### src/rtl/memory_pkg.sv
// Shared types and constants for the memory game board.
package memory_pkg;

    localparam int N_PAIRS = 8;
    localparam int N_CARDS = 2 * N_PAIRS;
    localparam int IDX_W   = 4;
    localparam int VAL_W   = IDX_W - 1;
    localparam int CNT_W   = $clog2(N_CARDS + 1);

    // Per-card state as seen by the renderer and the game FSM.
    typedef enum logic [1:0] {
        HIDDEN  = 2'd0,
        SHOWN   = 2'd1,
        REMOVED = 2'd2
    } card_state_t;

    // Board operation latched when a request is accepted.
    typedef enum logic [1:0] {
        OP_FLIP   = 2'd0,
        OP_UNFLIP = 2'd1,
        OP_REMOVE = 2'd2
    } board_op_t;

    // Animation sequencer states.
    typedef enum logic [1:0] {
        ST_IDLE = 2'd0,
        ST_ANIM = 2'd1,
        ST_DONE = 2'd2
    } anim_state_t;

    // Face value of a card: dropping the low bit of (idx ^ seed) pairs
    // cards 2k and 2k+1 of the scrambled order onto the same value.
    function automatic logic [VAL_W-1:0] card_value(
        input logic [IDX_W-1:0] idx,
        input logic [IDX_W-1:0] key
    );
        logic [IDX_W-1:0] mix;
        mix = idx ^ key;
        return mix[IDX_W-1:1];
    endfunction

endpackage

### src/rtl/board_anim_timer.sv
// Loadable down-counter that times one card animation.
module board_anim_timer #(
    parameter int unsigned ANIM_CYCLES = 12_500_000
) (
    input  logic clk,
    input  logic reset,
    input  logic load,
    input  logic clear,
    output logic zero
);

    localparam int unsigned CNT_W = (ANIM_CYCLES > 0) ? $clog2(ANIM_CYCLES + 1) : 1;
    localparam logic [CNT_W-1:0] LOAD_VAL = CNT_W'(ANIM_CYCLES);

    logic [CNT_W-1:0] count;

    // Count down from the load value and park at zero.
    always_ff @(posedge clk) begin
        // NOTE: sequential state uses non-blocking assignments so every
        // register samples pre-edge values regardless of block ordering.
        if (reset || clear) begin
            count <= '0;
        end else if (load) begin
            count <= LOAD_VAL;
        end else if (count != '0) begin
            count <= count - CNT_W'(1);
        end
    end

    assign zero = (count == '0);

endmodule

### src/rtl/memory_board_core.sv
// Board state, shuffle layout and animation sequencing for the memory game.
module memory_board_core #(
    parameter int unsigned N_CARDS     = 16,
    parameter int unsigned ANIM_CYCLES = 12_500_000
) (
    input  logic                   clk,
    input  logic                   reset,
    input  logic                   new_game,
    input  logic [3:0]             seed,
    input  logic                   req_flip,
    input  logic                   req_unflip,
    input  logic                   req_remove_pair,
    input  logic [3:0]             act_idx,
    output logic                   flip_ack,
    output logic                   unflip_ack,
    output logic                   remove_ack,
    input  logic [3:0]             sel_idx,
    output logic                   can_flip_sel,
    input  logic [3:0]             q_idx_a,
    input  logic [3:0]             q_idx_b,
    output logic [2:0]             q_val_a,
    output logic [2:0]             q_val_b,
    output logic [2*N_CARDS-1:0]   card_state_flat,
    output logic [3*N_CARDS-1:0]   card_val_flat,
    output logic                   anim_active,
    output logic [3:0]             anim_idx,
    output logic                   all_pairs_done,
    output logic [4:0]             removed_cnt
);

    import memory_pkg::*;

    anim_state_t      state_q;
    anim_state_t      state_d;
    board_op_t        op_q;
    board_op_t        req_op;
    logic [IDX_W-1:0] idx_q;
    logic [IDX_W-1:0] seed_q;
    card_state_t      cards [N_CARDS];
    card_state_t      target;
    logic [CNT_W-1:0] removed_q;
    logic [CNT_W-1:0] shown_cnt;
    logic             all_done_q;
    logic             flip_ack_q;
    logic             unflip_ack_q;
    logic             remove_ack_q;
    logic             req_any;
    logic             accept;
    logic             commit;
    logic             op_legal;
    logic             timer_zero;

    assign req_any = req_flip | req_unflip | req_remove_pair;

    // A request is taken only from IDLE; new_game wins over a coincident request.
    assign accept = (state_q == ST_IDLE) && req_any && !new_game;

    // Animation delay has elapsed: the op takes effect and is acked next cycle.
    assign commit = (state_q == ST_ANIM) && timer_zero;

    board_anim_timer #(
        .ANIM_CYCLES (ANIM_CYCLES)
    ) u_timer (
        .clk   (clk),
        .reset (reset),
        .load  (accept),
        .clear (new_game),
        .zero  (timer_zero)
    );

    // Shuffle key register: cleared on reset, reloaded on every new game.
    always_ff @(posedge clk) begin
        if (reset) begin
            seed_q <= '0;
        end else if (new_game) begin
            seed_q <= seed;
        end
    end

    // FSM state register; new_game aborts any operation in flight.
    always_ff @(posedge clk) begin
        if (reset || new_game) begin
            state_q <= ST_IDLE;
        end else begin
            state_q <= state_d;
        end
    end

    // FSM next-state logic.
    always_comb begin
        // NOTE: every combinational output gets a default first so no path
        // leaves it unassigned and a latch is never inferred.
        state_d = state_q;
        unique case (state_q)
            ST_IDLE: if (req_any)    state_d = ST_ANIM;
            ST_ANIM: if (timer_zero) state_d = ST_DONE;
            ST_DONE:                 state_d = ST_IDLE;
            default:                 state_d = ST_IDLE;
        endcase
    end

    // FSM outputs: animation status towards the renderer.
    always_comb begin
        anim_active = (state_q == ST_ANIM);
        anim_idx    = anim_active ? idx_q : '0;
    end

    // Request arbitration: remove beats unflip beats flip.
    always_comb begin
        req_op = OP_FLIP;
        if (req_remove_pair) begin
            req_op = OP_REMOVE;
        end else if (req_unflip) begin
            req_op = OP_UNFLIP;
        end
    end

    // Latch the accepted operation and its target card.
    always_ff @(posedge clk) begin
        if (reset || new_game) begin
            op_q  <= OP_FLIP;
            idx_q <= '0;
        end else if (accept) begin
            op_q  <= req_op;
            idx_q <= act_idx;
        end
    end

    // Number of face-up cards; the flip rule keeps this at 2 or below.
    always_comb begin
        shown_cnt = '0;
        for (int i = 0; i < int'(N_CARDS); i++) begin
            if (cards[i] == SHOWN) begin
                shown_cnt = shown_cnt + CNT_W'(1);
            end
        end
    end

    // Legality of the latched op against the current board.
    always_comb begin
        target   = cards[idx_q];
        op_legal = 1'b0;
        unique case (op_q)
            OP_FLIP:   op_legal = (target == HIDDEN) && (shown_cnt < CNT_W'(2));
            OP_UNFLIP: op_legal = (target == SHOWN);
            OP_REMOVE: op_legal = (target == SHOWN);
            default:   op_legal = 1'b0;
        endcase
    end

    // Card states and removal count; illegal ops leave the board untouched.
    always_ff @(posedge clk) begin
        if (reset || new_game) begin
            // NOTE: the card array is small control state read by the
            // renderer straight after reset, so every entry is cleared.
            for (int i = 0; i < int'(N_CARDS); i++) begin
                cards[i] <= HIDDEN;
            end
            removed_q  <= '0;
            all_done_q <= 1'b0;
        end else if (commit && op_legal) begin
            unique case (op_q)
                OP_FLIP:   cards[idx_q] <= SHOWN;
                OP_UNFLIP: cards[idx_q] <= HIDDEN;
                OP_REMOVE: begin
                    cards[idx_q] <= REMOVED;
                    removed_q    <= removed_q + CNT_W'(1);
                    all_done_q   <= (removed_q == CNT_W'(N_CARDS - 1));
                end
                default: ;
            endcase
        end
    end

    // Registered completion pulses, one per op type, legal or not.
    always_ff @(posedge clk) begin
        if (reset || new_game) begin
            flip_ack_q   <= 1'b0;
            unflip_ack_q <= 1'b0;
            remove_ack_q <= 1'b0;
        end else begin
            flip_ack_q   <= commit && (op_q == OP_FLIP);
            unflip_ack_q <= commit && (op_q == OP_UNFLIP);
            remove_ack_q <= commit && (op_q == OP_REMOVE);
        end
    end

    // Flattened board image for the renderer.
    always_comb begin
        card_state_flat = '0;
        card_val_flat   = '0;
        for (int i = 0; i < int'(N_CARDS); i++) begin
            card_state_flat[2*i +: 2] = cards[i];
            card_val_flat[3*i +: 3]   = card_value(IDX_W'(i), seed_q);
        end
    end

    assign can_flip_sel   = (cards[sel_idx] == HIDDEN) && (shown_cnt < CNT_W'(2));
    assign q_val_a        = card_value(q_idx_a, seed_q);
    assign q_val_b        = card_value(q_idx_b, seed_q);
    assign flip_ack       = flip_ack_q;
    assign unflip_ack     = unflip_ack_q;
    assign remove_ack     = remove_ack_q;
    assign removed_cnt    = removed_q;
    assign all_pairs_done = all_done_q;

endmodule

### config.mk
export PLATFORM = sky130hd
export DESIGN_NAME = memory_board_core
export DESIGN_NICKNAME = d
export VERILOG_FILES = /design/src/rtl/memory_pkg.sv /design/src/rtl/board_anim_timer.sv /design/src/rtl/memory_board_core.sv
export SDC_FILE = /design/constraint.sdc
export NUM_CORES = 1
export LEC_CHECK = 0
export ABC_CLOCK_PERIOD_IN_PS = 9750
export CORE_MARGIN = 1
export CORE_UTILIZATION = 50
export CTS_BUF_LIST = sky130_fd_sc_hd__clkbuf_2
export DETAILED_ROUTE_END_ITERATION = 16
export PLACE_DENSITY = 0.91
export SLEW_MARGIN = 20
export SYNTH_ARGS = -nofsm -noshare
export SYNTH_HDL_FRONTEND = slang
export SYNTH_SLANG_ARGS = --single-unit
### constraint.sdc
create_clock -name clk -period 9.75 [get_ports clk]
set_input_delay 0.975 -clock clk [delete_from_list [all_inputs] [get_ports clk]]
set_output_delay 0.975 -clock clk [all_outputs]
set_load 0.005 [all_outputs]
Fig. 1: run 1, metal layers overlaid
Two of the layers only.
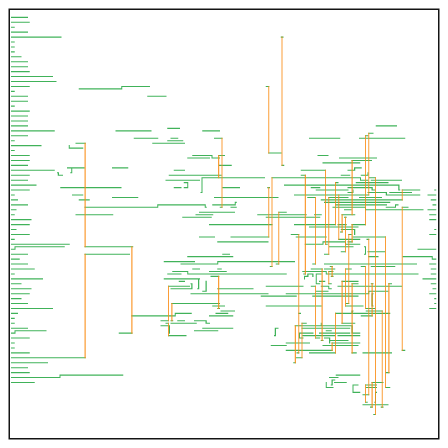
Key: metal 4 = orange [wire length 860 µm]; metal 3 = green [wire length 1910 µm]

Fig. 2: run 1, sequential cells colored by netlist name
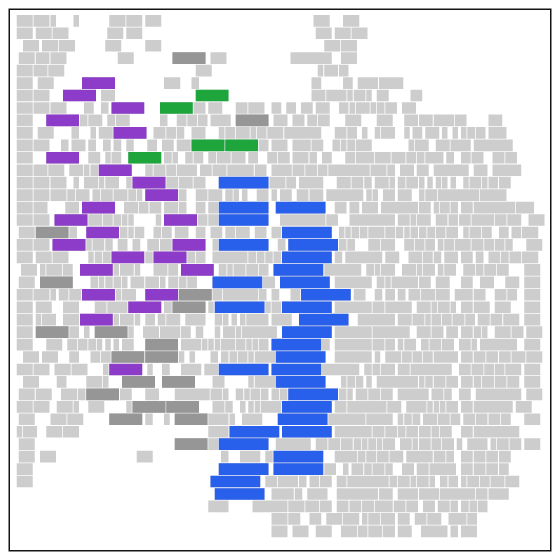
Key: `removed_cnt` = green [placed flops 5]; `cards` = blue [placed flops 32]; `u_timer.count` = purple [placed flops 24]
Another 19 sequential cells are not colored.

==> impl.org, run 1 <==
#+TITLE: Physical design notes

** Outcome
- Run status :: finished, violations left
- The final reports fail on setup timing.

** Logic synthesis
- The area recorded from the Yosys report for this design is approximately 6700 µm².
- Post-synthesis cell type count :: 79
- Area share of fa/ha/maj cells after synthesis :: 0.0421
- sky130_fd_sc_hd__dfxtp_1 takes more of the synthesized area than any other cell.
- Main logic family :: simple AND/OR/NAND/NOR gates
- Average footprint of a synthesized cell :: 8.78 µm²
- Cell count after synthesis :: around 770
- FF+latch count, synth :: approximately 80
- Top cell area share :: 0.143
- For reference, the top cells by count after synthesis are 63 x sky130_fd_sc_hd__nor2_1, 50 x sky130_fd_sc_hd__nand2_1, 50 x sky130_fd_sc_hd__nor3_1.
- Cell area after technology mapping :: around 6700 µm²

** Final timing
- The critical path in the final layout is reported with a setup slack of -516 ps.
- The clock arrives with 21.7 ps of skew.
- TNS Setup :: -516 ps
- For reference, the final report shows the max-slew violation count at 0.
- Per the finish-stage timing summary, setup violations number 1.

** GRT
- The initial antenna violation count is 0.
- Maximum number of pins on one net before global-route repair :: roughly 50
- Met1 Resource Use GR :: 0.331
- The number of global-route vias before repair is 6644.

** Cells and area
- 0 antenna diodes ended up in the layout.
- Layout area overhead :: 34.6%

** Drt
- In the log, the iteration count for the first detailed-route pass is 7.
- Routed wire per std cell :: between 15 and 20 µm
- Total number of vias :: about 6900
- Routed length on met1 :: ~8000 µm
- The routed design has 20800 µm of wire.
- Routed length on met3 :: 1910 µm
- The routed design shows a via density per instance of between 6 and 7.

** Setup path
- STA classifies the critical path startpoint as a register.

** Place
- Input and output buffers added on the ports amount to around 120.
- RD Place Congestion :: between 0.9 and 1
- Post-Place Cell Area :: a little over 8000 µm²

** Power and ir drop
- Cell internal power was estimated by the tool at ~0.73 mW.
- Per report_power, the Combinational row totals 0.671 mW.
- The power report attributes to the sequential group a share of 0.318.
- The power report attributes to the clock group a share of 0.133.
- Switching power of the nets :: around 0.49 mW
- Clock-net power :: approximately 0.16 mW
- Peak VDD IR :: between 0.09 and 0.1 mV
- Main power-consuming group :: combinational logic

** Clocking
- Counting along the longest clock path gives a buffer depth of 2.
- Resize count post-CTS :: 49
- In this run the post-CTS setup repair buffer count came out at 39.
- TritonCTS buffer count :: 9

** Die
- The initialized floorplan defines around 42 standard-cell rows.
Fig. 3: run 1, cell outlines without signal wires
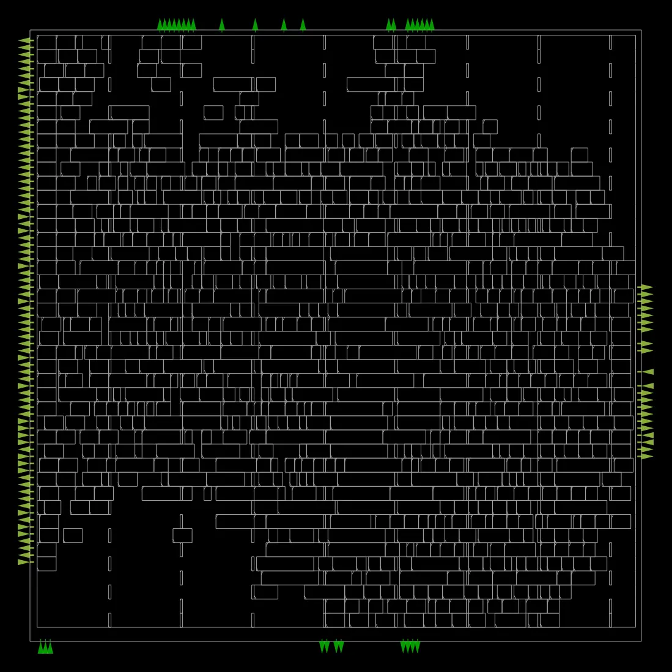
core area: 13200 µm²
Layout Cells excl Fill: 1110
number of well taps: 176
core utilization of the finished layout: 0.686

Fig. 4: run 1, signal wires on met2
The bar under the picture is 20 µm long.
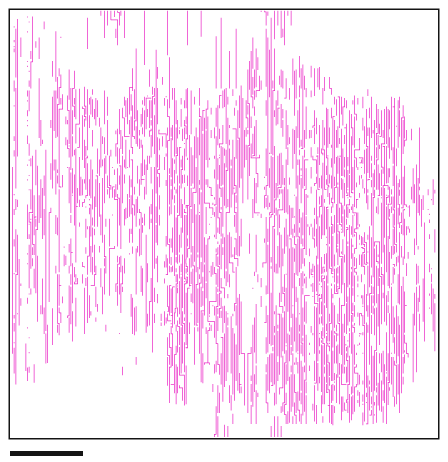
886 nets have wire on it. The layer carries 10300 µm of wire.

==> run 1: flip-flops by register name, summed over array words and instances, names as in the netlist, 2 cells and up, named ones only <==
| name | flops |
|---|---|
| cards | 32 |
| u_timer.count | 24 |
| removed_cnt | 5 |
| idx_q | 4 |
| seed_q | 3 |
| op_q | 2 |
| state_q | 2 |
==> run 1: layout make-up <==
| type | instances | area (µm²) | area share |
|---|---|---|---|
| clock buffer | 9 | 45.0 | 0.00498 |
| clock inverter | 7 | 56.3 | 0.00622 |
| inverter | 23 | 86.3 | 0.00954 |
| multi-input combinational | 584 | 4660 | 0.515 |
| sequential | 80 | 1920 | 0.212 |
| tap | 176 | 220 | 0.0243 |
| timing repair buffer | 231 | 2060 | 0.228 |
==> run 1 -> run 2 <==
--- a/config.mk
+++ b/config.mk
@@ -6,12 +6,12 @@
 export NUM_CORES = 1
 export LEC_CHECK = 0
 export ABC_CLOCK_PERIOD_IN_PS = 9750
+export CORE_ASPECT_RATIO = 1.1
 export CORE_MARGIN = 1
 export CORE_UTILIZATION = 50
 export CTS_BUF_LIST = sky130_fd_sc_hd__clkbuf_2
 export DETAILED_ROUTE_END_ITERATION = 16
 export PLACE_DENSITY = 0.91
-export SLEW_MARGIN = 20
 export SYNTH_ARGS = -nofsm -noshare
 export SYNTH_HDL_FRONTEND = slang
 export SYNTH_SLANG_ARGS = --single-unit
==> run 2 against run 1 <==
Against the previous run:
- the run ends with DRC, setup timing left
- count of clock-buffer cells in the layout stayed put
- cell area is 2.7% lower
- setup slack worse by 130 ps
- combinational power is 3.7% lower
- sequential power hardly changed
- sequential share of layout area is 0.59 points higher
- via count is 0.92% lower
- die size hardly changed
- wire length is 4.0% lower
- largest cell class unchanged
==> impl.org, run 2 <==
#+TITLE: Physical design notes

** Drt
- The DRC violation count after routing came to 1 (was 0).
- The count of TritonRoute iterations in the first routing pass is 14 (was 7).
- The mean number of vias per cell came to 6.31 (was 6.19).
- The routed length on met3 is 1540 µm (was 1910 µm).

** Final timing
- The final worst slack was -642 ps (was -516 ps).
- Number of setup violations in the final report :: 1 (unchanged)

** Place
- The placement-stage cell area was 8200 µm² (was 8180 µm²).
- The total of buffers placed on input and output ports was 123 (unchanged).

** Logic synthesis
- Cell area after technology mapping :: 6720 µm² (unchanged)
- Leading cell types by count after synthesis :: 63 x sky130_fd_sc_hd__nor2_1, 50 x sky130_fd_sc_hd__nand2_1, 50 x sky130_fd_sc_hd__nor3_1 (unchanged)
- The combinational family with the most area after synthesis is simple AND/OR/NAND/NOR gates (unchanged).
- Post-synthesis cell type count :: 79 (unchanged)
- The area share of the largest cell type after synthesis came to 0.143 (unchanged).
- FF+latch count, synth :: 80 (unchanged)

** Cells and area
- Largest register by flop count :: cards (unchanged)
- Fraction of cell area in non-clock buffers :: 0.220 (was 0.228)
- The post-synthesis to final-layout area growth came to 30.9% (was 34.6%).
- Clock buffer count :: 9 (unchanged)
- Count of inverters not on the clock network in the layout :: 23 (unchanged)
- Nonclk buf count :: 215 (was 231)
- Share of final layout cell area taken by clock buffers and inverters :: 0.0134 (was 0.0112)
- The number of flip-flops under the largest register name is 32 (unchanged).

** Outcome
- Run status: finished, violations left (unchanged).
- Failing checks :: DRC, setup timing (was setup timing)

** Power and ir drop
- The power dissipated in the clock network is 0.176 mW (was 0.162 mW).
- Peak VDD IR :: 0.107 mV (was 0.0907 mV)
- Seq pwr share :: 0.321 (was 0.318)
- The heaviest power group is combinational logic (unchanged).
- The internal power summed over all cells came to 0.744 mW (was 0.729 mW).

** Setup path
- Critical path launch point type :: register (unchanged)

** Clocking
- Largest buffer count on any clock path :: 2 (unchanged)

** GRT
- Met1 Resource Use GR :: 0.317 (was 0.331)
## run 2: cell count changes in the layout (fill, tap and decap cells not counted), moves of 2 or more
cell	before	now
sky130_fd_sc_hd__buf_4	106	90
sky130_fd_sc_hd__inv_6	2	0
sky130_fd_sc_hd__nor2_2	5	3
sky130_fd_sc_hd__o31ai_1	6	13
sky130_fd_sc_hd__o31ai_4	6	0
sky130_fd_sc_hd__xnor2_1	32	34
sky130_fd_sc_hd__xnor2_2	7	4
## run 2: worst max-delay path: cells and delay by family, from the launching register on
family / cells / cell delay, ps
AOI/OAI and AO/OA: 10 / 2290
and+or+nand+nor: 13 / 2180
adders and majority gates: 7 / 1800
xor gates and xnor gates: 6 / 1230
muxes: 2 / 590
DFF: 1 / 450
buffers and inverters: 3 / 330
Fig. 5: run 2, metal layers overlaid
Two of the layers only.
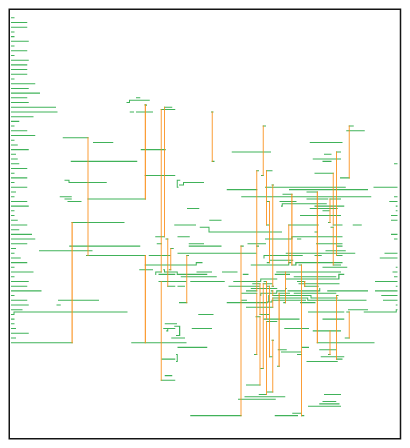
Key: metal 3 = green [wire length 1540 µm]; metal 4 = orange [wire length 844 µm]

Fig. 6: run 2, signal wires on met2
The bar under the picture is 20 µm long.
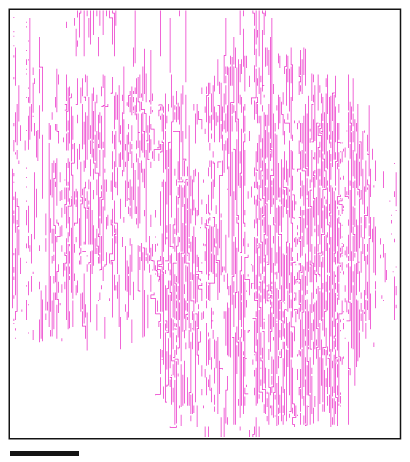
grt met2 use: 0.490
total wire length: 20000 µm
total number of vias: 6809

==> run 2 -> run 3 <==
--- a/config.mk
+++ b/config.mk
@@ -5,13 +5,13 @@
 export SDC_FILE = /design/constraint.sdc
 export NUM_CORES = 1
 export LEC_CHECK = 0
-export ABC_CLOCK_PERIOD_IN_PS = 9750
+export ABC_CLOCK_PERIOD_IN_PS = 13400
 export CORE_ASPECT_RATIO = 1.1
 export CORE_MARGIN = 1
-export CORE_UTILIZATION = 50
+export CORE_UTILIZATION = 59
 export CTS_BUF_LIST = sky130_fd_sc_hd__clkbuf_2
 export DETAILED_ROUTE_END_ITERATION = 16
-export PLACE_DENSITY = 0.91
+export PLACE_DENSITY = 0.95
 export SYNTH_ARGS = -nofsm -noshare
 export SYNTH_HDL_FRONTEND = slang
 export SYNTH_SLANG_ARGS = --single-unit
==> constraint.sdc (replaced) <==
create_clock -name clk -period 13.4 [get_ports clk]
set_input_delay 4.02 -clock clk [delete_from_list [all_inputs] [get_ports clk]]
set_output_delay 4.02 -clock clk [all_outputs]
set_load 0.005 [all_outputs]
==> run 3 against run 2 <==
Against the previous run:
- the flow now finishes without violations
- synthesized cell count did not move
- clock power fell by 22%
- worst hold slack improved by 28 ps
- first-iteration DRC count fell by 19%
- die size fell by 15%
- final cell count fell by 3.3%
- cell area fell by 2.1%
- clock skew rose by 12 ps
- global-route usage rose by 4.1 points
- setup slack improved by 730 ps
- via count fell by 2.0%
- critical endpoint unchanged
- largest cell class unchanged
==> impl.org, run 3 <==
#+TITLE: Physical design notes

** Outcome
- Run status: finished clean (was finished, violations left).

** Logic synthesis
- The total cell area reported by yosys after synthesis was 6720 µm² (unchanged).
- The post-synthesis cell count came to 766 (unchanged).
- Main logic family :: simple AND/OR/NAND/NOR gates (unchanged)
- Cell type with the largest total area :: sky130_fd_sc_hd__dfxtp_1 (unchanged)

** Clocking
- The cell resize tally after clock tree synthesis is 33 (was 45).
- The total clock buffers created by CTS was 9 (unchanged).

** Final timing
- Clk_skew :: 28.7 ps (was 16.8 ps)
- TNS Setup :: 0 ps (was -642 ps)
- Max Slew Vio Count :: 0 (unchanged)
- Number of setup violations in the final report :: 0 (was 1)

** GRT
- The met1 track demand over resource was 0.364 (was 0.317).
- Maximum number of pins on one net before global-route repair :: 50 (was 39)
- Antenna violations before repair :: 0 (unchanged)

** Die
- The row count was 40 (was 44).

** Power and ir drop
- Main power-consuming group :: combinational logic (unchanged)
- The total combinational power came to 0.449 mW (was 0.646 mW).
- The power share of the sequential group is 0.324 (was 0.321).

** Drt
- The post-route met1 wirelength is 7310 µm (was 7750 µm).
- The count of TritonRoute iterations in the first routing pass is 7 (was 14).
- Routed wire per std cell :: 18.4 µm (was 18.5 µm)
- Total number of vias :: 6672 (was 6809)
- The total wirelength of the detailed-routed design was 19200 µm (was 20000 µm).
- Routed length on met3 :: 1680 µm (was 1540 µm)

** Cells and area
- The multi-input logic cell count is 584 (unchanged).
- The post-layout utilization of the core was 0.783 (was 0.669).
- Comb/total area :: 0.527 (was 0.516)
- Seq/total area :: 0.223 (was 0.218)
- Count of sequential standard cells :: 80 (unchanged)
- The portion of the layout cell area used by non-clock buffers is 0.204 (was 0.220).
- The clock network contribution to total cell area came to 0.0145 (was 0.0134).

** Place
- The total of buffers placed on input and output ports was 123 (unchanged).
- The placement-stage cell area came to 8020 µm² (was 8200 µm²).

** Setup path
- The nature of the critical path startpoint is a register (unchanged).
-- run 3: cell counts after synthesis --
No cell type changed its count.
-- run 3: worst paths after layout --
| check | slack [ps] | cells after the start | endpoint |
|---|---|---|---|
| worst min-delay path | 500 | 2 | u_timer.count[3] |
| worst max register to register | 3530 | 41 | cards[8][1] |
| worst max-delay path | 90 | 43 | can_flip_sel |
| worst min register to register | 500 | 2 | u_timer.count[3] |
-- run 3: worst max-delay path, delay by kind of cell, from the launching register on --
family	cells	cell delay (ps)
AND-OR/OR-AND	12	2650
XOR/XNOR	6	810
adder cells (fa/ha/maj)	8	2050
buffers and inverters	4	360
flip-flops	1	490
multiplexers	2	600
AND/OR/NAND/NOR	11	1780
Fig. 7: run 3, signal wires on met2
The bar under the picture is 20 µm long.
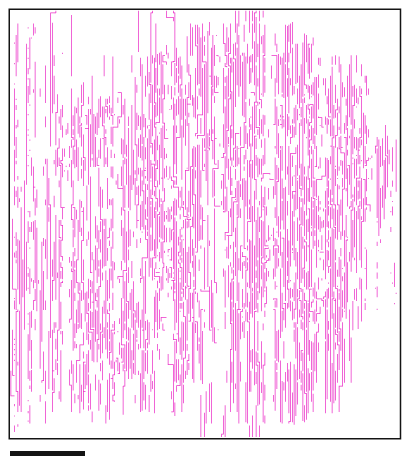
863 nets have wire on it. The layer holds 50% of the routed length. The longest straight run is 54.4 µm. The layer carries 9660 µm of wire. The wires run mostly vertical.

Fig. 8: run 3, cell outlines without signal wires
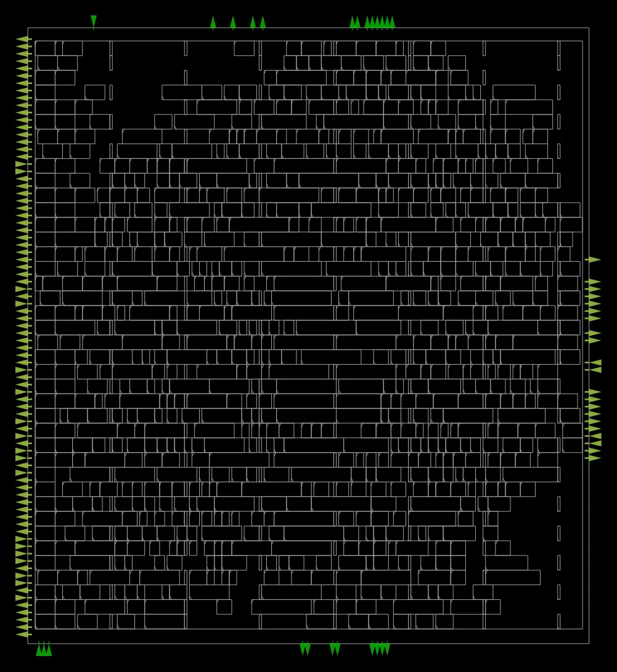
Layout Cells excl Fill: 1043
Filler cells: 692
number of well taps: 147

Power figures rest on the tool's default switching activity, not on a simulated workload.
